<file path="src/rtl/jtag_ir_decode_if.sv">
// jtag_ir_decode_if: TAP-side bundle between the TAP controller and the IR/decode block
interface jtag_ir_decode_if #(
  parameter int IR_LENGTH = 4,
  parameter int NUM_INSTR = 4
);
  logic                 tdi;
  logic                 state_test_logic_reset;
  logic                 state_capture_ir;
  logic                 state_shift_ir;
  logic                 state_update_ir;
  logic [IR_LENGTH-3:0] capture_status;
  logic                 serout;
  logic [IR_LENGTH-1:0] latched_jtag_ir;
  logic [NUM_INSTR-1:0] instr_sel;
  logic                 bypass_sel;
  logic                 update_pulse;
  logic                 ir_len_err;
  modport master (
    output tdi, state_test_logic_reset, state_capture_ir, state_shift_ir, state_update_ir, capture_status,
    input  serout, latched_jtag_ir, instr_sel, bypass_sel, update_pulse, ir_len_err
  );
  modport slave (
    input  tdi, state_test_logic_reset, state_capture_ir, state_shift_ir, state_update_ir, capture_status,
    output serout, latched_jtag_ir, instr_sel, bypass_sel, update_pulse, ir_len_err
  );
endinterface

</file>
<file path="src/rtl/jtag_ir_decode.sv">
// jtag_ir_decode: parametrised JTAG instruction register with registered one-hot decode
module jtag_ir_decode #(
  parameter int                               IR_LENGTH   = 4,
  parameter int                               NUM_INSTR   = 4,
  parameter logic [NUM_INSTR*IR_LENGTH-1:0]   INSTR_CODES = 16'h8320,
  parameter logic [IR_LENGTH-1:0]             RESET_INSTR = 4'b0010
) (
  input  logic             tck,
  input  logic             trst,
  jtag_ir_decode_if.slave  bus
);
  localparam int CW = $clog2(IR_LENGTH + 1);
  function automatic logic [NUM_INSTR-1:0] decode(input logic [IR_LENGTH-1:0] c);
    decode = '0;
    for (int k = NUM_INSTR - 1; k >= 0; k--)
      if (c == INSTR_CODES[k*IR_LENGTH +: IR_LENGTH]) decode = NUM_INSTR'(1) << k;
  endfunction
  logic [IR_LENGTH-1:0] jtag_ir_q, jtag_ir_d, latched_q, latched_d, upd_val;
  logic [NUM_INSTR-1:0] sel_q, sel_d;
  logic [CW-1:0]        cnt_q, cnt_d;
  logic                 bypass_q, bypass_d, pulse_q, pulse_d, err_q, err_d, serout_q;
  logic                 tlr, cap, shift, upd, full, accept;
  assign tlr     = bus.state_test_logic_reset;
  assign cap     = bus.state_capture_ir;
  assign shift   = bus.state_shift_ir & ~cap;
  assign upd     = bus.state_update_ir & ~cap & ~bus.state_shift_ir & ~tlr;
  assign full    = cnt_q == CW'(IR_LENGTH);
  assign accept  = upd & (cnt_q == '0 | full);
  assign upd_val = |decode(jtag_ir_q) ? jtag_ir_q : '1;
  always_comb begin
    jtag_ir_d = tlr ? '0 : cap ? {bus.capture_status, 2'b01} : shift ? {bus.tdi, jtag_ir_q[IR_LENGTH-1:1]} : jtag_ir_q;
    cnt_d     = tlr | cap ? '0 : shift & ~full ? cnt_q + 1'b1 : cnt_q;
    latched_d = tlr ? RESET_INSTR : accept ? upd_val : latched_q;
    sel_d     = tlr ? decode(RESET_INSTR) : accept ? (&upd_val ? '0 : decode(upd_val)) : sel_q;
    bypass_d  = tlr ? 1'b0 : accept ? &upd_val : bypass_q;
    pulse_d   = accept;
    err_d     = ~tlr & (err_q | (upd & ~accept));
  end
  always_ff @(posedge tck) begin
    if (trst) begin
      jtag_ir_q <= '0;
      cnt_q     <= '0;
      latched_q <= RESET_INSTR;
      sel_q     <= decode(RESET_INSTR);
      bypass_q  <= 1'b0;
      pulse_q   <= 1'b0;
      err_q     <= 1'b0;
    end else begin
      jtag_ir_q <= jtag_ir_d;
      cnt_q     <= cnt_d;
      latched_q <= latched_d;
      sel_q     <= sel_d;
      bypass_q  <= bypass_d;
      pulse_q   <= pulse_d;
      err_q     <= err_d;
    end
  end
  // TDO-side output must only change on the falling edge
  always_ff @(negedge tck) serout_q <= trst ? 1'b0 : jtag_ir_q[0];
  assign bus.serout          = serout_q;
  assign bus.latched_jtag_ir = latched_q;
  assign bus.instr_sel       = sel_q;
  assign bus.bypass_sel      = bypass_q;
  assign bus.update_pulse    = pulse_q;
  assign bus.ir_len_err      = err_q;
endmodule

</file>
<file path="src/flat_wrapper.sv">
// flat-port wrapper written by rule: the top's interface ports become plain ports
module jtag_ir_decode_flat 
#(
  parameter int                               IR_LENGTH   = 4,
  parameter int                               NUM_INSTR   = 4,
  parameter logic [NUM_INSTR*IR_LENGTH-1:0]   INSTR_CODES = 16'h8320,
  parameter logic [IR_LENGTH-1:0]             RESET_INSTR = 4'b0010
)
  (tck, trst, bus_tdi, bus_state_test_logic_reset, bus_state_capture_ir, bus_state_shift_ir, bus_state_update_ir, bus_capture_status, bus_serout, bus_latched_jtag_ir, bus_instr_sel, bus_bypass_sel, bus_update_pulse, bus_ir_len_err);
  jtag_ir_decode_if #(.IR_LENGTH(IR_LENGTH), .NUM_INSTR(NUM_INSTR)) bus_i ();
  input  logic tck;
  input  logic trst;
  input wire logic [$bits(bus_i.tdi)-1:0] bus_tdi;
  input wire logic [$bits(bus_i.state_test_logic_reset)-1:0] bus_state_test_logic_reset;
  input wire logic [$bits(bus_i.state_capture_ir)-1:0] bus_state_capture_ir;
  input wire logic [$bits(bus_i.state_shift_ir)-1:0] bus_state_shift_ir;
  input wire logic [$bits(bus_i.state_update_ir)-1:0] bus_state_update_ir;
  input wire logic [$bits(bus_i.capture_status)-1:0] bus_capture_status;
  output wire logic [$bits(bus_i.serout)-1:0] bus_serout;
  output wire logic [$bits(bus_i.latched_jtag_ir)-1:0] bus_latched_jtag_ir;
  output wire logic [$bits(bus_i.instr_sel)-1:0] bus_instr_sel;
  output wire logic [$bits(bus_i.bypass_sel)-1:0] bus_bypass_sel;
  output wire logic [$bits(bus_i.update_pulse)-1:0] bus_update_pulse;
  output wire logic [$bits(bus_i.ir_len_err)-1:0] bus_ir_len_err;
  assign bus_i.tdi = bus_tdi;
  assign bus_i.state_test_logic_reset = bus_state_test_logic_reset;
  assign bus_i.state_capture_ir = bus_state_capture_ir;
  assign bus_i.state_shift_ir = bus_state_shift_ir;
  assign bus_i.state_update_ir = bus_state_update_ir;
  assign bus_i.capture_status = bus_capture_status;
  assign bus_serout = bus_i.serout;
  assign bus_latched_jtag_ir = bus_i.latched_jtag_ir;
  assign bus_instr_sel = bus_i.instr_sel;
  assign bus_bypass_sel = bus_i.bypass_sel;
  assign bus_update_pulse = bus_i.update_pulse;
  assign bus_ir_len_err = bus_i.ir_len_err;
  jtag_ir_decode #(.IR_LENGTH(IR_LENGTH), .NUM_INSTR(NUM_INSTR), .INSTR_CODES(INSTR_CODES), .RESET_INSTR(RESET_INSTR)) u_core (.tck(tck), .trst(trst), .bus(bus_i));
endmodule
</file>
<file path="config.mk">
export PLATFORM = sky130hd
export DESIGN_NAME = jtag_ir_decode_flat
export DESIGN_NICKNAME = d
export VERILOG_FILES = /design/src/rtl/jtag_ir_decode_if.sv /design/src/rtl/jtag_ir_decode.sv /design/src/flat_wrapper.sv
export SDC_FILE = /design/constraint.sdc
export NUM_CORES = 1
export LEC_CHECK = 0
export CAP_MARGIN = 5
export CORE_ASPECT_RATIO = 1.25
export CORE_MARGIN = 4
export CORE_UTILIZATION = 30
export CTS_BUF_LIST = sky130_fd_sc_hd__clkbuf_8
export CTS_CLUSTER_SIZE = 24
export DETAILED_ROUTE_END_ITERATION = 16
export PLACE_DENSITY_LB_ADDON = 0.3
export REMOVE_ABC_BUFFERS = 1
export SYNTH_ARGS = -nofsm -noshare
export SYNTH_HDL_FRONTEND = slang
export SYNTH_SLANG_ARGS = --single-unit
</file>
<file path="constraint.sdc">
create_clock -name tck -period 3.5 [get_ports tck]
set_input_delay 0.7 -clock tck [delete_from_list [all_inputs] [get_ports tck]]
set_output_delay 0.7 -clock tck [all_outputs]
set_load 0.02 [all_outputs]
</file>
==> run_1/density.png <==
Drawn at 6 px/um. The die is cut into 6 by 7 equal tiles; dark blue is low, red is high, 0 to 100% covered.
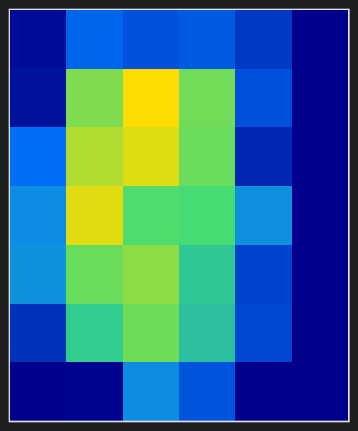
The emptiest ninth of the die: south-east. The fullest tile reaches 75%. 24% of the tiles are nearly empty. The densest ninth of the die: centre. The mean over all tiles is 28%.

==> run_1/met1.png <==
Drawn at 8 px/um. Supply wires on this layer in grey. Cells faint in the background.
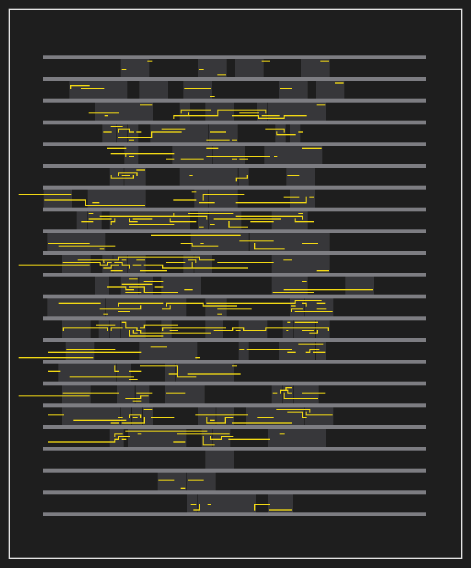
The layer carries 708 um of wire. The layer holds 41% of the routed length. The wires run mostly horizontal. The longest straight run is 13.3 um. 108 nets have wire on it.

==> notes.md, run 1 <==
impl run done, here's what came out: status finished clean, CTS H-tree lvls 1, CTS tree built, Cells after Synth ~89, Via density 4.77, Avg Inst Size Synth 9.85 um^2, diodes inserted 0, worst path buffer plus inverter count 1, path length in cells of the critical path 1, Hold Crit Endpoint u_core.bus.instr_sel[3], HP Start u_core.bus.instr_sel[3], Hold WC Path Type flop to flop, Critical Path Start Type flop, cts bufs inserted 3, CTS clock-pin slew for the worst setup and hold paths 0.07 ns, slack of the worst reg-to-reg path around 1.1 ns, Fillers around 290, XOR-XNOR Cells, Area Fraction 0.999%, Post-synth mux share under 10%, Hold Crit Depth 2, final hold vios 0, Pwr Total 0.000421 W, Sink Count 19, RSZ-0062 raised after global routing false, Total Neg Setup Slack 0 ns, first-pass GRT wire length 2720 um, Antenna Nets Post-Route 0, max-cap viol count 0, Crit Path Category flop to primary output, CP max stage cell dlygate4sd2_1, Worst Setup Slack, final ~0.13 ns, Ys Warns 0, cell area after synthesis roughly 880 um^2, wire per inst 12.2 um, Area Growth Syn to Fin 27.0%, GR Util All Layers 9.34%, share of cells above drive strength 1 9.35%, CP Capture Type primary output, # nets final about 120, drt initial violations 17, HPWL Detailed approximately 1300 um, Post-Place Setup Slack 0.170 ns, Root Driver clkbuf_8, Log Warnings 27, gr ovfl total 0, Area leader share 43.4%, adder share 2.85%, Critical R2R Launch u_core.jtag_ir_q[0], CP startpoint u_core.bus.serout, critical path required time 2.80 ns, post-synthesis simple-gate area fraction a little over a quarter, Post-Route WL 1720 um, cell leakage power about 0.40 nW, DR pass1 iterations 2, die width around 56 um, Cell Type Count 31, leading area contributor after synthesis dfxtp_1, worst skew pair latency 0.31 ns, die height 68.5 um, Yosys chip area ~880 um^2, Dominant combinational family simple AND/OR/NAND/NOR gates, Slew Viols, Final 0, reg2reg end u_core.bus.serout, number of global-route vias before repair 645, asr flop ratio synth 0%, Top delay family on crit path buffers and inverters, chip area 0.00386 mm^2, EDFF count, synth 0
==> run_1/port_nets.png <==
Drawn at 6 px/um.
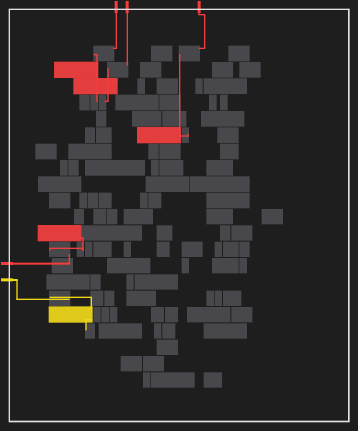
Key: bus_instr_sel = red [direction output, edge 3 north, 1 west, end cells 4, buffers 4, wire 74.7 um]; bus_bypass_sel = yellow [direction output, edge west, end cells 1, buffers 1, wire 24.2 um]

-- run 1: cell usage after synthesis, types with 2 or more instances --
cell	count
dfxtp_1	19
nor2_1	16
nand2_1	5
a21oi_1	4
mux2i_1	4
nor3_1	4
buf_6	3
inv_1	3
nor2b_1	3
a2111oi_4	2
ha_1	2
mux2_2	2
nand3_1	2
nor4b_1	2
o21ai_0	2
-- run 1: what timing repair did --
| action | in CTS | in global routing |
|---|---|---|
| setup endpoints to repair | 1 | 0 |
| hold buffers | 0 | 0 |
| setup buffers | 0 | 0 |
| resized | 1 | 0 |
| hold endpoints to repair | 0 | 0 |
-- run 1: metrics by stage --
stage / hold slack (ns) / utilization (%) / area, um^2 / std cells
4_1_cts: 0.463 / 40.8 / 1110 / 141
6_report: 0.457 / 40.8 / 1110 / 141
2_1_floorplan: 0.487 / - / 827 / 83
3_3_place_gp: 0.446 / 39.1 / 1070 / 137
5_1_grt: 0.494 / 40.8 / 1110 / 141
3_5_place_dp: 0.453 / 39.1 / 1070 / 137
-- run 1: cell families (layout without fill, tap and decap cells) --
family,Yosys count,count (layout)
AND-OR/OR-AND,11,11
XOR/XNOR,1,1
adder cells (fa/ha/maj),2,2
buffers and inverters,9,27
flip-flops,19,19
multiplexers,6,6
AND/OR/NAND/NOR,41,41
-- run 1: routing by layer --
layer  global-route usage [%]  part of all wire, %
met1                     9.50                   41
met2                     16.4                   54
met3                     2.08                  2.6
met4                     8.01                  2.2
met5                        0                    0
-- run 1: power breakdown --
| group | switching, W | internal [W] |
|---|---|---|
| registers | 0.00000544 | 0.000221 |
| logic | 0.0000213 | 0.0000246 |
| clock network | 0.0000700 | 0.0000794 |
| total | 0.0000968 | 0.000324 |
-- run 1: registers in the layout (all words and copies together) (netlist names) --
register,count
u_core.cnt_q,3
u_core.bus.instr_sel,4
u_core.bus.bypass_sel,1
u_core.bus.ir_len_err,1
u_core.bus.update_pulse,1
u_core.jtag_ir_q,4
u_core.bus.serout,1
u_core.bus.latched_jtag_ir,4
-- run 1: cell usage in the layout (no fill, tap or decap) --
master and instances:
o21ai_1 1, ha_1 2, and4bb_2 1, a2111oi_4 2, nand3b_1 1, a211oi_1 1
clkbuf_8 3, nand2_1 5, nand4bb_4 1, nor2_1 16, or2_2 1, clkdlybuf4s50_1 19
nor4b_1 2, mux2_2 2, dlygate4sd2_1 1, o21ai_0 2, inv_1 4, nor3_1 4
and4b_1 1, mux2i_1 4, a21oi_1 4, nor4_1 1, nand3_1 2, dfxtp_1 19
nand4_1 1, nor2b_1 3, a21boi_1 1, or3_1 1, and2_1 1, xnor2_1 1
-- run 1: cell type report --
type / count / area (um^2) / share of cell area [%]
multi-input combinational: 61 / 435 / 39.1
sequential: 19 / 380 / 34.2
timing repair buffer: 20 / 199 / 17.9
tap: 34 / 42.5 / 3.82
clock buffer: 3 / 41.3 / 3.71
clock inverter: 2 / 7.51 / 0.674
inverter: 2 / 7.51 / 0.674
## Run 2: what changed since run 1
Settings changed: CAP_MARGIN 5 to 10.
==> run_2/density.png <==
Drawn at 6 px/um. The die is cut into 6 by 7 equal tiles; dark blue is low, red is high, 0 to 100% covered.
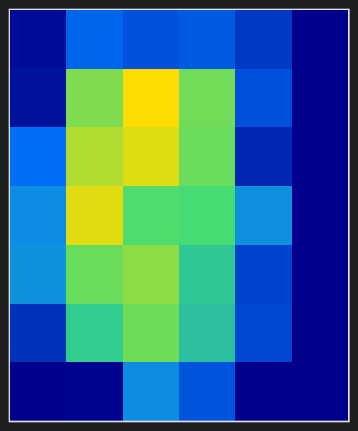
The fullest tile reaches 75%. The densest ninth of the die: centre. 24% of the tiles are nearly empty. The mean over all tiles is 28%. The emptiest ninth of the die: south-east.

==> run 2 against run 1 <==
Power unchanged; die size unchanged; global-route usage unchanged; first-iteration DRC count unchanged; register-to-register slack about the same; combinational power about the same; synthesized area unchanged.
==> notes.md, run 2 <==
impl run done, here's what came out: GR Util met1 9.50%, final hold vios 0, number of global-route vias before repair 645, Yosys chip area 877 um^2, Ys Warns 0, Pwr Total approximately 0.00042 W, Fillers ~290, RSZ-0062 raised after global routing false, worst path buffer plus inverter count 1, CTS clock-pin slew for the worst setup and hold paths roughly 0.07 ns, max-cap viol count 0, diodes inserted 0, Gate power share 10.9%, Slew Viols, Final 0, sequential share of power 53.6%, most common logic cells in the final layout clkdlybuf4s50_1, dfxtp_1, nor2_1, nand2_1, fin area 0.00111 mm^2, HPWL Detailed 1300 um, Clock Power Share between 30% and 40%, EDFF count, synth 0, Avg Inst Size Synth just under 10 um^2, CTS H-tree lvls 1, CP Capture Type primary output, die width 56.4 um, critical path required time 2.80 ns, met2 Usage GRT 16.4%, Internal Pwr Total about 0.00032 W, post-CTS setup buffer count 0, first-pass GRT wire length approximately 2700 um, Critical Path Start Type flop, Worst Setup Slack, final 0.128 ns, Post-Route WL ~1700 um, Root Driver clkbuf_8, asr flop ratio synth 0%, Placed Area 0.00107 mm^2, status finished clean, chip area 0.00386 mm^2, cts bufs inserted 3
[run 2: power groups by stage]
stage | registers [W] | clock network, W | logic, W
floorplan | 0.000233 | 0.00000358 | 0.0000221
global placement | 0.000231 | 0.00000358 | 0.0000459
detailed placement | 0.000231 | 0.00000358 | 0.0000465
CTS | 0.000226 | 0.000156 | 0.0000465
global route | 0.000227 | 0.000168 | 0.0000499
finish | 0.000226 | 0.000149 | 0.0000459
[run 2: stage by stage]
| step | std cells | hold WS [ns] |
|---|---|---|
| floorplan | 83 | 0.487 |
| finish | 141 | 0.457 |
| detailed placement | 137 | 0.453 |
| global route | 141 | 0.494 |
| CTS | 141 | 0.463 |
| global placement | 137 | 0.446 |
[run 2: cell families after synthesis]
kind of cell,share of synthesized area [%]
AND/OR/NAND/NOR,26.7
flip-flops,43.4
AND-OR/OR-AND,12.0
buffers and inverters,6.99
multiplexers,7.13
adder cells (fa/ha/maj),2.85
XOR/XNOR,0.999
[run 2: final timing paths]
kind / from / end / slack (ns) / depth (start not counted)
worst min-delay path: u_core.bus.instr_sel[3] / u_core.bus.instr_sel[3] / 0.46 / 2
worst max register to register: u_core.jtag_ir_q[0] / u_core.bus.serout / 1.09 / 1
worst min register to register: u_core.bus.instr_sel[3] / u_core.bus.instr_sel[3] / 0.46 / 2
worst max-delay path: u_core.bus.serout / bus_serout / 0.13 / 1
[run 2: cell type report]
type	count	area [um^2]	share of cell area (%)
multi-input cells	61	435	39.1
flip-flops and latches	19	380	34.2
repair buffers	20	199	17.9
well taps	34	42.5	3.82
clock buffers	3	41.3	3.71
clock inverters	2	7.51	0.674
inverters	2	7.51	0.674
[run 2: metal layers]
layer	wire [um]	vias up	share of wire, %
li1	-	342	-
met1	707	317	41
met2	922	9	54
met3	45	4	2.6
met4	38	0	2.2
met5	0	-	0
## Run 3: what changed since run 2
Settings changed: CORE_MARGIN 4 to 1.5.
==> run_3/port_nets.png <==
Drawn at 6 px/um.
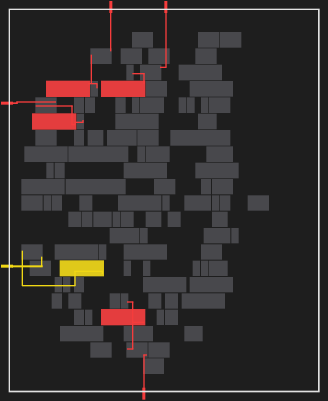
Key: bus_instr_sel = red [direction output, edge 2 north, 1 south, 1 west, end cells 4, buffers 4, wire 63.6 um]; bus_bypass_sel = yellow [direction output, edge west, end cells 1, buffers 1, wire 28.2 um]

==> run 3 against run 2 <==
Combinational power is 1% lower; synthesized area unchanged; cell count stayed put; first-iteration DRC count fell by 35%; setup slack worse by 0.013 ns; critical path depth unchanged; die size fell by 16%; utilization unchanged.
==> notes.md, run 3 <==
impl run done, here's what came out: status finished clean, most common logic cells in the final layout clkdlybuf4s50_1, dfxtp_1, nor2_1, nand2_1, XOR-XNOR Cells, Area Fraction 0.999%, CTS clock-pin slew for the worst setup and hold paths ~0.070 ns, wire per inst 11.4 um, Seq/Total Area, Yosys 43.4%, worst skew pair latency between 0.3 and 0.4 ns, Root Driver clkbuf_8, Post-Route WL roughly 1600 um, number of global-route vias before repair 652, cell leakage power 0.402 nW, Dominant combinational family simple AND/OR/NAND/NOR gates, Cell area leaders dfxtp_1, nor2_1, a2111oi_4, mux2i_1, buf_6, post-CTS setup buffer count 0, worst hold margin around 0.45 ns, Cells after Synth 89, Area leader share 43.4%, gr ovfl total 0, max-cap viol count 0, grt peak-use layer met2, Post-Place Setup Slack ~0.16 ns, Worst Setup Slack, final 0.115 ns, Crit Path Category flop to primary output, Sink Count 19, CP max stage cell dlygate4sd2_1, Ys Warns 0, gpl congestion 0.725, fp util 32.1%, Area Growth Syn to Fin 27.0%, cts bufs inserted 3, Hold WC Path Type flop to flop, GR Util All Layers 11.2%, post-synthesis simple-gate area fraction a little over a quarter, Yosys chip area 877 um^2, Critical Path Start Type flop, top cells by count, synth dfxtp_1, nor2_1, nand2_1, final hold vios 0, met2 Usage GRT roughly a fifth, first-pass GRT wire length 2690 um, Slew Viols, Final 0, Post-synth mux share 7.13%, HPWL Detailed between 1000 and 1500 um, critical path required time 2.80 ns, Antenna Nets Post-Route 0, Top delay family on crit path buffers and inverters, Cell Type Count 31, CTS H-tree lvls 1, die height 63.5 um, Total Neg Setup Slack 0 ns, share of cells above drive strength 1 approximately a tenth, CTS max path bufs 2, drt initial violations 11, worst path buffer plus inverter count 1, GR Util met1 11.8%, adder share around 2.9%, die width slightly above 50 um, # nets final 119, diodes inserted 0, CTS tree built, ao+oa area frac a little under an eighth, Via density approximately 4.8, Avg Inst Size Synth 9.85 um^2, CTS hold repair buffers 0, most common cell in the netlist dfxtp_1, chip area 0.00326 mm^2, DR pass1 iterations 4, GRT met3 Usage 1.66%, Log Warnings 27, leading area contributor after synthesis dfxtp_1, CP Capture Type primary output, asr flop ratio synth 0%, RSZ-0062 raised after global routing false, EDFF count, synth 0, final core utilization 40.8%, cell area after synthesis 877 um^2
[run 3: worst paths after layout]
check | from | end | slack (ns) | cells past startpoint
setup / recovery | u_core.bus.serout | bus_serout | 0.11 | 1
hold / removal | u_core.bus.instr_sel[2] | u_core.bus.instr_sel[2] | 0.45 | 2
setup reg to reg | u_core.jtag_ir_q[0] | u_core.bus.serout | 1.12 | 1
hold reg to reg | u_core.bus.instr_sel[2] | u_core.bus.instr_sel[2] | 0.45 | 2
[run 3: per-stage QoR]
step / power [W] / area [um^2] / cells
final: 0.000422 / 1110 / 141
after global routing: 0.000440 / 1110 / 141
after CTS: 0.000427 / 1110 / 141
after detailed placement: 0.000281 / 1070 / 137
after global placement: 0.000280 / 1070 / 137
after floorplan: 0.000258 / 827 / 83
[run 3: power by group]
group	total, W	internal [W]	leakage, nW	switching [W]
combinational	0.0000454	0.0000245	0.216	0.0000208
sequential	0.000226	0.000221	0.154	0.00000537
clock	0.000150	0.0000794	0.0322	0.0000710
[run 3: per-layer routing]
layer  vias up  share of wire, %
met4         0               3.7
met2        12                54
met1       319                39
met3         5               3.5
li1        340                 -
met5         -                 0
[run 3: final cells by class]
cell class | instances | area, um^2
fillers | 297 | 1620
clock inverters | 2 | 7.51
clock buffers | 3 | 41.3
repair buffers | 20 | 199
inverters | 2 | 7.51
flip-flops and latches | 19 | 380
multi-input cells | 61 | 435
well taps | 34 | 42.5
[run 3: cell families (layout without fill, tap and decap cells)]
logic type	after synthesis	after routing
adder cells (fa/ha/maj)	2	2
XOR/XNOR	1	1
AND/OR/NAND/NOR	41	41
buffers and inverters	9	27
multiplexers	6	6
flip-flops	19	19
AND-OR/OR-AND	11	11
[run 3: what timing repair did]
action / CTS / global route
endpoints found under the setup margin: 1 / 0
hold endpoints to repair: 0 / 0
resized: 1 / 0
Power figures rest on the tool's default switching activity, not on a simulated workload.
